## config.mk

```make
export PLATFORM = sky130hd
export DESIGN_NAME = prefetch_queue
export DESIGN_NICKNAME = d
export VERILOG_FILES = /design/src/rtl/prefetch_queue.sv
export SDC_FILE = /design/constraint.sdc
export NUM_CORES = 1
export LEC_CHECK = 0
export ABC_CLOCK_PERIOD_IN_PS = 6000
export CAP_MARGIN = 20
export CORE_MARGIN = 3
export CORE_UTILIZATION = 60
export DETAILED_ROUTE_END_ITERATION = 7
export PLACE_DENSITY = 0.82
export SYNTH_ARGS = -nofsm -noshare
export SYNTH_HDL_FRONTEND = slang
export SYNTH_SLANG_ARGS = --single-unit
export TNS_END_PERCENT = 20
```

## constraint.sdc

```tcl
create_clock -name clk -period 6 [get_ports clk]
set_clock_uncertainty 0.15 [all_clocks]
set_input_delay 1.2 -clock clk [delete_from_list [all_inputs] [get_ports clk]]
set_output_delay 1.2 -clock clk [all_outputs]
set_load 0.02 [all_outputs]
```

## src/rtl/prefetch_queue.sv

```systemverilog
// Instruction prefetch queue: one outstanding fetch, a circular buffer of {word, pc}, and redirect flush.
// Optional macro PFQ_SPEC_BRANCH_EN: follow a direct-branch encoding (word[31:25]=7'b1100000) when choosing the next fetch address.
module prefetch_queue #(
    parameter int unsigned DEPTH    = 4,
    parameter logic [31:0] RESET_PC = 32'h0000_0000
) (
    input  logic                     clk,
    input  logic                     reset,
    output logic                     mem_req,
    output logic [31:0]              mem_addr,
    input  logic                     mem_ack,
    input  logic [31:0]              mem_rdata,
    input  logic                     redirect,
    input  logic [31:0]              redirect_pc,
    input  logic                     deq,
    output logic [31:0]              prefetch,
    output logic [31:0]              prefetch_pc,
    output logic                     valid,
    output logic [$clog2(DEPTH):0]   count
);

    localparam int unsigned PW = $clog2(DEPTH);
    localparam int unsigned CW = PW + 1;
    localparam logic [CW-1:0] DEPTH_C = CW'(DEPTH);

    typedef enum logic [1:0] {IDLE, REQ, DROP} state_t;

    state_t          state_q, state_d;
    logic [31:0]     fetch_q, fetch_d;
    logic [31:0]     drop_addr_q, drop_addr_d;
    logic [PW-1:0]   head_q, head_d, tail_q, tail_d;
    logic [CW-1:0]   count_q, count_d;
    logic [31:0]     data_q [DEPTH];
    logic [31:0]     pc_q   [DEPTH];
    logic            wr, pop;
    logic [31:0]     next_fetch;

    // In REQ the request address is fetch_q itself; in DROP the abandoned address is held separately.
    always_comb begin
        next_fetch = fetch_q + 32'd4;
`ifdef PFQ_SPEC_BRANCH_EN
        if (mem_rdata[31:25] == 7'b1100000) begin
            next_fetch = fetch_q + {{16{mem_rdata[15]}}, mem_rdata[15:0]};
        end
`endif
    end

    always_comb begin
        state_d     = state_q;
        fetch_d     = fetch_q;
        drop_addr_d = drop_addr_q;
        head_d      = head_q;
        tail_d      = tail_q;
        count_d     = count_q;
        wr          = 1'b0;
        pop         = 1'b0;
        if (redirect) begin
            count_d = '0;
            head_d  = '0;
            tail_d  = '0;
            fetch_d = redirect_pc;
            unique case (state_q)
                IDLE: state_d = REQ;
                REQ: begin
                    state_d     = mem_ack ? REQ : DROP;
                    drop_addr_d = fetch_q;
                end
                DROP:    state_d = mem_ack ? REQ : DROP;
                default: state_d = IDLE;
            endcase
        end else begin
            pop = deq && (count_q != '0);
            wr  = (state_q == REQ) && mem_ack;
            if (wr)  tail_d = tail_q + 1'b1;
            if (pop) head_d = head_q + 1'b1;
            count_d = count_q + CW'(wr) - CW'(pop);
            unique case (state_q)
                IDLE: if (count_q < DEPTH_C) state_d = REQ;
                REQ: begin
                    if (mem_ack) begin
                        fetch_d = next_fetch;
                        if (count_d == DEPTH_C) state_d = IDLE;
                    end
                end
                DROP:    if (mem_ack) state_d = REQ;
                default: state_d = IDLE;
            endcase
        end
    end

    always_ff @(posedge clk) begin
        if (reset) begin
            state_q     <= IDLE;
            fetch_q     <= RESET_PC;
            drop_addr_q <= RESET_PC;
            head_q      <= '0;
            tail_q      <= '0;
            count_q     <= '0;
        end else begin
            state_q     <= state_d;
            fetch_q     <= fetch_d;
            drop_addr_q <= drop_addr_d;
            head_q      <= head_d;
            tail_q      <= tail_d;
            count_q     <= count_d;
        end
    end

    always_ff @(posedge clk) begin
        if (!reset && wr) begin
            data_q[tail_q] <= mem_rdata;
            pc_q[tail_q]   <= fetch_q;
        end
    end

    assign mem_req     = (state_q != IDLE);
    assign mem_addr    = (state_q == DROP) ? drop_addr_q : fetch_q;
    assign valid       = (count_q != '0);
    assign count       = count_q;
    assign prefetch    = valid ? data_q[head_q] : '0;
    assign prefetch_pc = valid ? pc_q[head_q] : '0;

endmodule

```

==> run_1/met3.png <==
Scale: 3 px per µm.
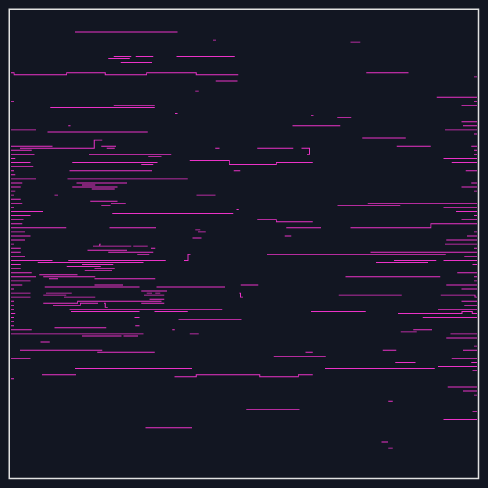
longest straight run = 59.3 µm
wire length on this layer = 2,370 µm
share of all routed wire = 8.1%
main direction = horizontal

==> run_1/final_clocks.png <==
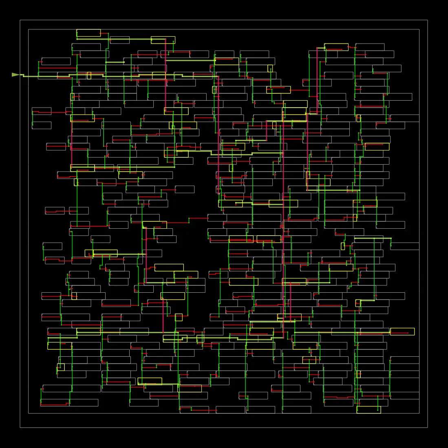
Seq cells: 331
worst skew pair latency: 520 ps
number of clock sinks seen by CTS: 331
number of clock buffers in the layout: 50
clk pwr: 0.00217 W

==> reports/metrics.json, run 1 <==
{
  "status": "complete, no violations",
  "worstPathRequired_ps": 4650,
  "timing.critical_path.fanout_max": 39,
  "clock_tree.root_cell": "sky130_fd_sc_hd__clkbuf_16",
  "postCtsSetupRepairBufs": 0,
  "gr-usage-all-layers_pct": 24.5,
  "synth-main-ff-cell": "sky130_fd_sc_hd__edfxtp_1",
  "numPortBuffers": 169,
  "endpoint_kind": "primary output",
  "leakage_nw": 5.43,
  "synth-edff-count": 256,
  "grt_first_pass_wirelength_um": 46000,
  "drt_via_density": 5.99,
  "ranking_of_synthesized_cells_by_area": "sky130_fd_sc_hd__edfxtp_1 (57%), sky130_fd_sc_hd__dfxtp_1 (11%), sky130_fd_sc_hd__mux4_2 (11%)",
  "yosys_cells": 882,
  "timing.final.crit_share_pct": 71.0,
  "mi_logic_area_mm2": 0.00402,
  "async_flop_share_pct": 0,
  "fin_total_pwr_w": 0.00523,
  "critical_path.cell_chain": "buf_12 > mux4_2 > and2_1 > clkdlybuf4s50_1",
  "crit_path_leading_delay_family": "buffers and inverters",
  "storage_cell_area_mm2": 0.00920,
  "worst_setup_path_start_kind": "flop",
  "drv_slew": 0,
  "synth_seq_share_pct": 68.2,
  "post_drt_wl_per_cell_um": 21.7,
  "top_area_share_pct": 57.0,
  "post_synth_instance_area_mm2": 0.0135,
  "warning_count_from_the_yosys_run": 0,
  "fmax_mhz": 235,
  "cts.hold.buffers_added": 0,
  "ctsLongestPathBuffers": 3,
  "unrepaired_setup_endpoints_after_global_routing": "false",
  "final_design_area_no_fill_mm2": 0.0166,
  "maxSlewHeadroom_pct": 30.7,
  "setup_ws_ps": 1740,
  "drt-total-wl_um": 29200,
  "critical_path.slowest_cell": "sky130_fd_sc_hd__dfxtp_4",
  "num-fill-cells": 1297,
  "synth.yosys.chip_area_mm2": 0.0135,
  "syn-num-nets": 963
}
==> run_1/drive_strength.png <==
Scale: 3 px per µm.
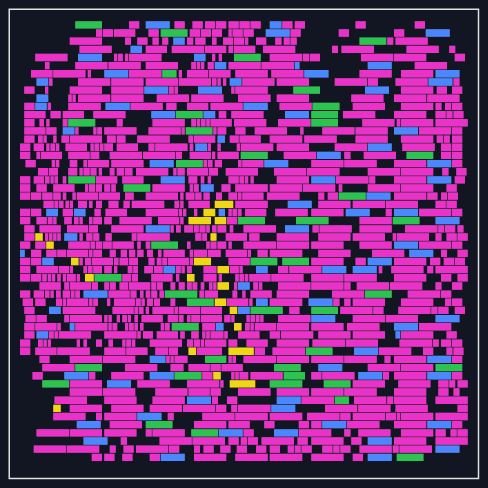
drive 3 to 4 -> yellow  # cells 21, share 2.0%
drive 2 -> blue  # cells 96, share 9.0%
drive 1 or less -> magenta  # cells 906, share 85%
drive 6 and up -> green  # cells 45, share 4.2%

[run 1: area by class of cell]
class	instances	share of cell area (%)
clock inverter	12	1.03
inverter	21	0.490
antenna	1	0.0151
tap	280	2.11
multi-input combinational	477	24.2
timing repair buffer	177	10.7
sequential	331	55.4
clock buffer	50	6.00
[run 1: final timing paths]
check / endpoint / depth (start not counted)
min reg2reg: drop_addr_q[2]$_SDFFE_PP0P_ / 2
min: drop_addr_q[2]$_SDFFE_PP0P_ / 2
max: prefetch_pc[8] / 4
max reg2reg: state_q[0]$_SDFFE_PP0P_ / 11
[run 1: routing by layer]
layer	vias up	wire length, µm	track usage, %
met5	-	10	0
li1	3626	-	-
met2	349	14500	40.1
met1	4063	12000	34.6
met3	36	2370	5.46
met4	2	397	5.21
[run 1: where the power goes]
part           switching [W]  internal, W
Combinational       0.000267     0.000239
Sequential         0.0000517      0.00251
Clock               0.000837      0.00133
Total                0.00116      0.00407
[run 1: sequential cells by signal, indices dropped and copies added, names as in the netlist, named ones only]
| register | flops |
|---|---|
| count | 3 |
| fetch_q | 32 |
| state_q | 2 |
| head_q | 2 |
| data_q | 128 |
| drop_addr_q | 32 |
| pc_q | 128 |
| tail_q | 2 |
[run 1: cells in the mapped netlist (all sizes together), types with 13 or more instances]
master    n
inv      21
buf      16
edfxtp  256
mux2     22
dfxtp    75
nand2    93
nor2     39
mux4     64
nand4    16
and2     70
clkbuf   37
xor2     13
xnor2    14
a21oi    47
[run 1: metrics by stage]
stage                     hold slack (ps)  instances  utilization [%]
final                                 304       1349             75.5
after global routing                  331       1349             75.5
after CTS                             304       1347             75.4
after floorplan                       283        882                -
after detailed placement              297       1285             70.1
after global placement                288       1285             70.1
[run 1: cell families after synthesis]
kind of cell	Yosys count	synth area share (%)
flops	331	68.2
simple gates	259	9.86
mux	91	12.9
compound gates	87	3.80
buf+inv	74	2.19
xor+xnor	28	1.93
fa+ha+maj	12	1.17
[run 1: worst reg2reg max path: stages (launching register included)]
cell                      delay (ps)
sky130_fd_sc_hd__dfxtp_1         340
sky130_fd_sc_hd__or3_2           760
sky130_fd_sc_hd__and2_1          330
sky130_fd_sc_hd__ha_1            290
sky130_fd_sc_hd__inv_1            40
sky130_fd_sc_hd__ha_1            180
sky130_fd_sc_hd__fa_1            390
sky130_fd_sc_hd__xor3_1          380
sky130_fd_sc_hd__o31ai_1         210
sky130_fd_sc_hd__a21oi_1         140
sky130_fd_sc_hd__a221o_1         270
sky130_fd_sc_hd__a21oi_1         130
==> run 2: changes to the inputs <==
--- a/config.mk
+++ b/config.mk
@@ -5,12 +5,12 @@
 export SDC_FILE = /design/constraint.sdc
 export NUM_CORES = 1
 export LEC_CHECK = 0
-export ABC_CLOCK_PERIOD_IN_PS = 6000
+export ABC_CLOCK_PERIOD_IN_PS = 3800
 export CAP_MARGIN = 20
 export CORE_MARGIN = 3
-export CORE_UTILIZATION = 60
+export CORE_UTILIZATION = 50
 export DETAILED_ROUTE_END_ITERATION = 7
-export PLACE_DENSITY = 0.82
+export PLACE_DENSITY = 0.73
 export SYNTH_ARGS = -nofsm -noshare
 export SYNTH_HDL_FRONTEND = slang
 export SYNTH_SLANG_ARGS = --single-unit
==> constraint.sdc (replaced) <==
create_clock -name clk -period 3.8 [get_ports clk]
set_clock_uncertainty 0.15 [all_clocks]
set_input_delay 0.76 -clock clk [delete_from_list [all_inputs] [get_ports clk]]
set_output_delay 0.76 -clock clk [all_outputs]
set_load 0.02 [all_outputs]
==> run_2/registers.png <==
Scale: 2 px per µm.
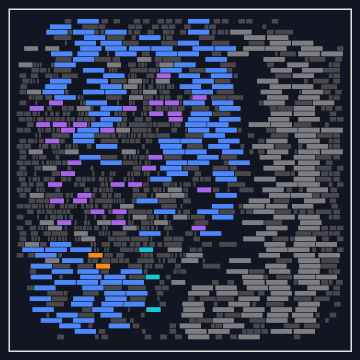
`fetch_q` -> purple  # placed flops 32
`count` -> cyan  # placed flops 3
`pc_q` -> blue  # placed flops 128
`tail_q` -> orange  # placed flops 2
not coloured = 166

==> run_2/met3.png <==
Scale: 3 px per µm.
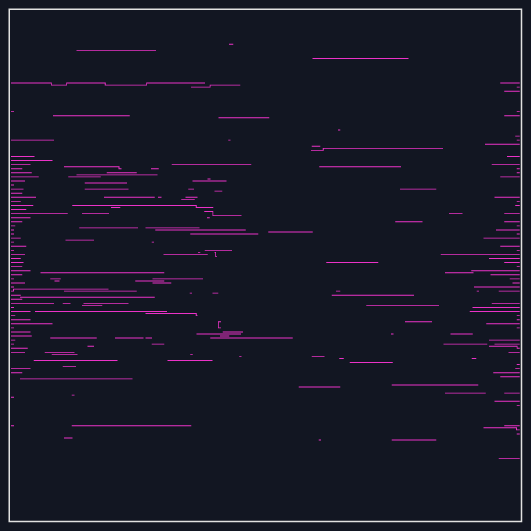
global-route met3 utilization: 3.67%
routed via count: 8,023

==> run 2 against run 1 <==
Synthesized area unchanged. Sequential power increased by 58%. First-iteration DRC count increased by 7.7%. Cell count increased by 5.5%. Power increased by 53%. Sequential cell count unchanged.
==> reports/metrics.json, run 2 <==
{
  "top_area_share_pct": 57.0,
  "synthTopCellsByCount": "sky130_fd_sc_hd__edfxtp_1 (256), sky130_fd_sc_hd__nand2_1 (93), sky130_fd_sc_hd__dfxtp_1 (75)",
  "warning_count_from_the_yosys_run": 0,
  "power.switching_fraction_pct": 22.6,
  "finalNonFillerCells": 1423,
  "synth_seq_share_pct": 68.2,
  "clkPwrFrac_pct": 39.5,
  "synth_adder_area_share_pct": 1.17,
  "timing.final.crit_share_pct": 92.5,
  "synthTopLogicFamily": "multiplexers",
  "post_drt_wl_per_cell_um": 20.9,
  "setup_ws_ps": 284,
  "synth-main-ff-cell": "sky130_fd_sc_hd__edfxtp_1",
  "fin_total_pwr_w": 0.00802,
  "synth.cellmix.xorXnorShare_pct": 1.93,
  "fmax_mhz": 284,
  "cell_internal_pwr_w": 0.00621,
  "ys_sh_simple_pct": 9.86,
  "worst-r2r-cell-count": 11,
  "maxSlewHeadroom_pct": 50.2,
  "diodes": 0,
  "numPortBuffers": 169,
  "cts.hold.buffers_added": 0,
  "worst_setup_path_start_kind": "flop",
  "yosys_cells": 882,
  "net-switching-power_w": 0.00181,
  "synth-edff-count": 256,
  "detailroute.wirelength.met2_um": 14300,
  "drv_slew": 0,
  "route.met3.wl_um": 1940,
  "synth_top_cell_by_count": "sky130_fd_sc_hd__edfxtp_1",
  "grt_first_pass_wirelength_um": 46100,
  "timing.critical_path.fanout_max": 11,
  "wl_met1_um": 13000,
  "num-fill-cells": 1891,
  "final_design_area_no_fill_mm2": 0.0168,
  "compound_area_share_pct": 3.80,
  "seqPwrFrac_pct": 50.3,
  "worstPathRequired_ps": 2890,
  "layout_top_registers": "data_q: 128 flops, pc_q: 128 flops",
  "gr-usage-all-layers_pct": 20.6,
  "status": "complete, no violations",
  "post_synth_instance_area_mm2": 0.0135
}
==> run_2/final_clocks.png <==
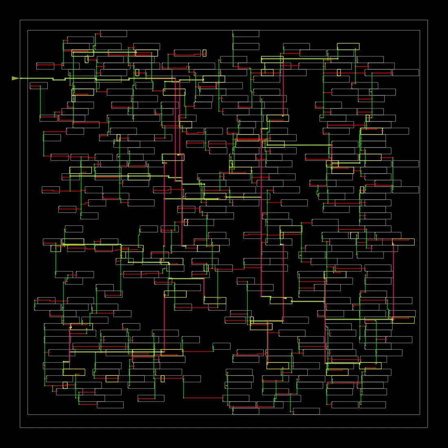
worst skew pair latency: 500 ps
clk pwr: 0.00317 W
number of buffers created by CTS: 35
number of clock buffers in the layout: 53

run 2: cell counts after synthesis:
No cell type changed its count.
run 2: layer usage:
layer	GRT usage [%]	vias up
met5	0	-
met4	5.04	2
met3	3.67	46
met2	33.1	284
met1	29.7	4015
li1	-	3676
run 2: cells by family (layout without fill, tap and decap cells):
| family | Yosys count | in the layout |
|---|---|---|
| AND-OR/OR-AND | 87 | 87 |
| XOR/XNOR | 28 | 28 |
| adder cells (fa/ha/maj) | 12 | 12 |
| buffers and inverters | 74 | 280 |
| flip-flops | 331 | 331 |
| multiplexers | 91 | 91 |
| AND/OR/NAND/NOR | 259 | 259 |
run 2: worst max-delay path, stage by stage (launching register included):
cell and delay, ps:
sky130_fd_sc_hd__dfxtp_4 510, sky130_fd_sc_hd__buf_4 290, sky130_fd_sc_hd__mux4_2 540, sky130_fd_sc_hd__and2_1 200, sky130_fd_sc_hd__clkdlybuf4s50_1 560
run 2: final timing paths:
kind                            slack (ps)                    startpoint                            to
worst max-delay path                   280                          flop               prefetch_pc[21]
worst min-delay path                   300  drop_addr_q[11]$_SDFFE_PP0P_  drop_addr_q[11]$_SDFFE_PP0P_
worst max register to register         480           count[2]$_SDFF_PP0_       state_q[0]$_SDFFE_PP0P_
worst min register to register         300  drop_addr_q[11]$_SDFFE_PP0P_  drop_addr_q[11]$_SDFFE_PP0P_
run 2: stage by stage:
stage	TNS, ps	util [%]	hold slack [ps]
2_1_floorplan	0	-	283
3_3_place_gp	0	59.9	288
3_5_place_dp	-2.15	59.9	294
4_1_cts	0	64.0	302
5_1_grt	0	64.0	320
6_report	0	64.0	301
run 2: power groups by stage:
stage	Clock [W]	Combinational (W)	Sequential, W
floorplan	0	0.000434	0.00409
global placement	0	0.000814	0.00411
detailed placement	0	0.000823	0.00411
CTS	0.00324	0.000829	0.00404
global route	0.00338	0.000884	0.00404
finish	0.00317	0.000822	0.00404
run 2: area by class of cell:
cell class / instances / area (µm²) / share of cell area [%]
sequential: 331 / 9200 / 54.7
multi-input combinational: 477 / 4020 / 23.9
inverter: 21 / 81.3 / 0.483
clock buffer: 53 / 1030 / 6.10
clock inverter: 6 / 38.8 / 0.231
timing repair buffer: 200 / 2040 / 12.1
tap: 335 / 419 / 2.49
==> run 3: changes to the inputs <==
--- a/config.mk
+++ b/config.mk
@@ -5,12 +5,12 @@
 export SDC_FILE = /design/constraint.sdc
 export NUM_CORES = 1
 export LEC_CHECK = 0
-export ABC_CLOCK_PERIOD_IN_PS = 3800
 export CAP_MARGIN = 20
 export CORE_MARGIN = 3
 export CORE_UTILIZATION = 50
 export DETAILED_ROUTE_END_ITERATION = 7
 export PLACE_DENSITY = 0.73
+export SLEW_MARGIN = 10
 export SYNTH_ARGS = -nofsm -noshare
 export SYNTH_HDL_FRONTEND = slang
 export SYNTH_SLANG_ARGS = --single-unit
==> run_3/registers.png <==
Scale: 2 px per µm.
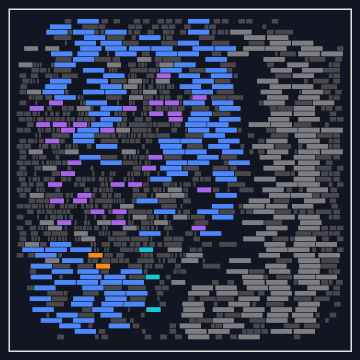
`fetch_q` -> purple  # placed flops 32
`count` -> cyan  # placed flops 3
`pc_q` -> blue  # placed flops 128
`tail_q` -> orange  # placed flops 2
not coloured = 166

==> run_3/met3.png <==
Scale: 3 px per µm.
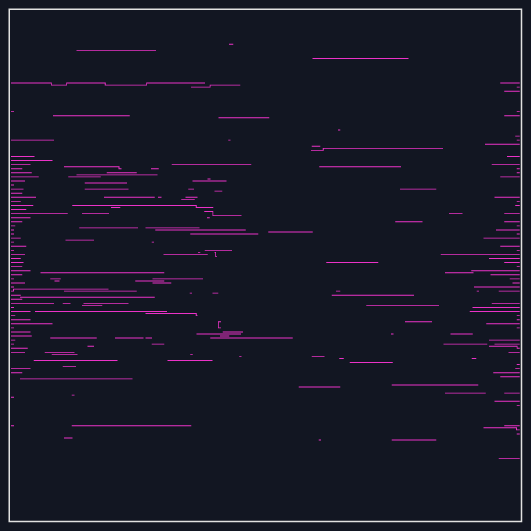
share of all routed wire = 6.5%
nets with wire on the layer = 166
wire length on this layer = 1,940 µm
main direction = horizontal

==> run 3 against run 2 <==
Utilization did not move. Sequential power barely moved. Highest routed layer unchanged. Worst hold slack did not move. Largest cell class unchanged. Global-route usage did not move.
==> reports/metrics.json, run 3 <==
{
  "status": "complete, no violations",
  "yosys_cells": 882,
  "maxSlewHeadroom_pct": 50.2,
  "numPortBuffers": 169,
  "biggest_cell_delay_along_the_critical_path_ps": 560,
  "drt-total-wl_um": 29700,
  "synth_seq_share_pct": 68.2,
  "drive_above_1_share_pct": 16.6,
  "drt_via_density": 5.64,
  "timing.critical_path.fanout_max": 11,
  "dpl.hpwl_um": 18500,
  "numSynthFlops": 331,
  "drt_pass1_iterations": 5,
  "ctsLongestPathBuffers": 3,
  "ios": 170,
  "post_drt_wl_per_cell_um": 20.9,
  "top_usage_layer": "met2",
  "synth-edff-count": 256,
  "cts.htree.levels": 2,
  "cell_internal_pwr_w": 0.00621,
  "drv_slew": 0,
  "critical_path.cell_chain": "buf_4 > mux4_2 > and2_1 > clkdlybuf4s50_1",
  "power_density_over_cell_area_mw_per_mm2": 477,
  "unrepaired_setup_endpoints_after_global_routing": "false",
  "place.gp.congestion": 0.824,
  "grt_use_met2_pct": 33.1,
  "power.switching_fraction_pct": 22.6,
  "synth.yosys.chip_area_mm2": 0.0135,
  "worst_setup_path_start_kind": "flop",
  "leakage_nw": 5.53,
  "worst_hold_startpoint": "drop_addr_q[11]$_SDFFE_PP0P_",
  "net-switching-power_w": 0.00181,
  "layout_top_cell_excl_fill_tap": "sky130_fd_sc_hd__edfxtp_1",
  "clkLatencyLatePin_ps": 500,
  "routed-via-count": 8023,
  "antenna_left": 0,
  "final_design_area_no_fill_mm2": 0.0168,
  "layout_top_registers": "data_q: 128 flops, pc_q: 128 flops",
  "syn-num-nets": 963,
  "setup_ws_ps": 284,
  "netlist.top_cell.by_area": "sky130_fd_sc_hd__edfxtp_1",
  "fmax_mhz": 284,
  "diodes": 0,
  "async_flop_share_pct": 0,
  "gr-usage-all-layers_pct": 20.6,
  "synth-main-ff-cell": "sky130_fd_sc_hd__edfxtp_1",
  "endpoint_kind": "primary output",
  "num-fill-cells": 1891,
  "grt.met3_usage_pct": 3.67,
  "critical_path.slowest_cell": "sky130_fd_sc_hd__clkdlybuf4s50_1",
  "total_setup_violations_reported_at_the_end_of_the_flow": 0,
  "global_route.usage.met1_pct": 29.7,
  "clkPwrFrac_pct": 39.5,
  "grt_first_pass_wirelength_um": 46100,
  "timing.final.hold_violations": 0,
  "die_height_um": 170,
  "post_synth_instance_area_mm2": 0.0135,
  "critical_path.reg2reg.startpoint": "count[2]$_SDFF_PP0_",
  "top_area_share_pct": 57.0,
  "pwr-share-comb_pct": 10.3,
  "crit_path_leading_delay_family": "buffers and inverters",
  "timing.final.crit_share_pct": 92.5,
  "number_of_clock_sinks_seen_by_cts": 331,
  "cp_num_buf_inv": 2,
  "worstPathRequired_ps": 2890,
  "seqPwrFrac_pct": 50.3,
  "synth_top_cell_by_count": "sky130_fd_sc_hd__edfxtp_1",
  "clock_tree.root_cell": "sky130_fd_sc_hd__clkbuf_16",
  "synthTopCellsByCount": "sky130_fd_sc_hd__edfxtp_1 (256), sky130_fd_sc_hd__nand2_1 (93), sky130_fd_sc_hd__dfxtp_1 (75)",
  "ranking_of_synthesized_cells_by_area": "sky130_fd_sc_hd__edfxtp_1 (57%), sky130_fd_sc_hd__dfxtp_1 (11%), sky130_fd_sc_hd__mux4_2 (11%)",
  "warning_count_from_the_yosys_run": 0,
  "number_of_buffers_created_by_cts": 35
}
==> run_3/drive_strength.png <==
Scale: 3 px per µm.
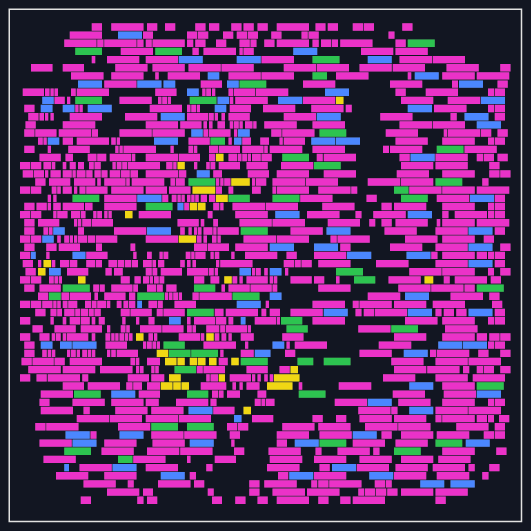
drive 3 to 4 -> yellow  # cells 33, share 3.0%
drive 2 -> blue  # cells 96, share 8.8%
drive 1 or less -> magenta  # cells 907, share 83%
drive 6 and up -> green  # cells 52, share 4.8%

==> run 3: cell counts in the layout (fill, tap and decap cells not counted) <==
No cell type changed its count.
==> run 3: kinds of logic (layout without fill, tap and decap cells) <==
group	count (synthesis)	in the layout	synth area share (%)
flip-flops	331	331	68.2
adder cells (fa/ha/maj)	12	12	1.17
AND/OR/NAND/NOR	259	259	9.86
XOR/XNOR	28	28	1.93
buffers and inverters	74	280	2.19
AND-OR/OR-AND	87	87	3.80
multiplexers	91	91	12.9
==> run 3: what timing repair did <==
action	4_1_cts	5_1_grt
hold endpoints to repair	0	0
hold buffers	0	0
gates resized	0	0
endpoints found under the setup margin	0	1
buffers inserted	0	1
==> run 3: through the flow <==
| stage | utilization, % | hold slack [ps] | instances | total power [W] | setup TNS (ps) |
|---|---|---|---|---|---|
| 2_1_floorplan | - | 283 | 882 | 0.00452 | 0 |
| 3_3_place_gp | 59.9 | 288 | 1363 | 0.00492 | 0 |
| 3_5_place_dp | 59.9 | 294 | 1363 | 0.00494 | -2.15 |
| 4_1_cts | 64.0 | 302 | 1422 | 0.00810 | 0 |
| 5_1_grt | 64.0 | 320 | 1423 | 0.00831 | 0 |
| 6_report | 64.0 | 301 | 1423 | 0.00802 | 0 |
==> run 3: area by class of cell <==
cell class	instances	area, µm²	area share, %
Multi-Input combinational cell	477	4020	23.9
Timing Repair Buffer	200	2040	12.1
Sequential cell	331	9200	54.7
Clock inverter	6	38.8	0.231
Clock buffer	53	1030	6.10
Tap cell	335	419	2.49
Inverter	21	81.3	0.483
==> run 3: final timing paths <==
check,to,slack (ps),depth (start not counted)
worst max register to register,state_q[0]$_SDFFE_PP0P_,480,11
worst max-delay path,prefetch_pc[21],280,4
worst min register to register,drop_addr_q[11]$_SDFFE_PP0P_,300,2
worst min-delay path,drop_addr_q[11]$_SDFFE_PP0P_,300,2
==> run 3: tightest hold or removal path: stages (launching register included) <==
cell,delay [ps]
sky130_fd_sc_hd__dfxtp_1,300
sky130_fd_sc_hd__nand2_1,50
sky130_fd_sc_hd__a21oi_1,50
==> run 3: per-layer routing <==
metal / wire length (µm) / vias to the layer above
met5: 9 / -
met4: 508 / 2
met3: 1940 / 46
met2: 14300 / 284
met1: 13000 / 4015
li1: - / 3676
==> run 3: power by group through the flow <==
stage	Clock [W]	Combinational [W]	Sequential (W)
2_1_floorplan	0	0.000434	0.00409
3_3_place_gp	0	0.000814	0.00411
3_5_place_dp	0	0.000823	0.00411
4_1_cts	0.00324	0.000829	0.00404
5_1_grt	0.00338	0.000884	0.00404
6_report	0.00317	0.000822	0.00404

==> layout pictures side by side <==
Signal metal coverage by tile.
picture 1
Scale: 2 px per µm. The die is cut into 34 by 34 equal tiles; black is low, pale yellow is high, scaled to the fullest tile. Values are wire area over tile area, all layers added.
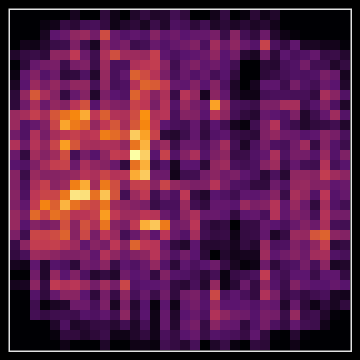
picture 2
Scale: 2 px per µm. The die is cut into 31 by 31 equal tiles; black is low, pale yellow is high, scaled to the fullest tile. Values are wire area over tile area, all layers added.
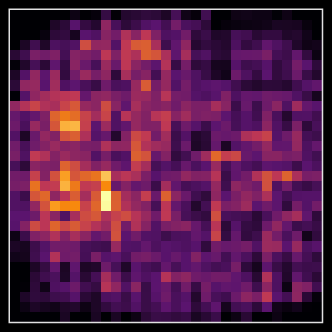
| picture | from |
|---|---|
| picture 2 | run 1 |
| picture 1 | run 2 |
Of these, largest die: picture 1

Power figures rest on the tool's default switching activity, not on a simulated workload.
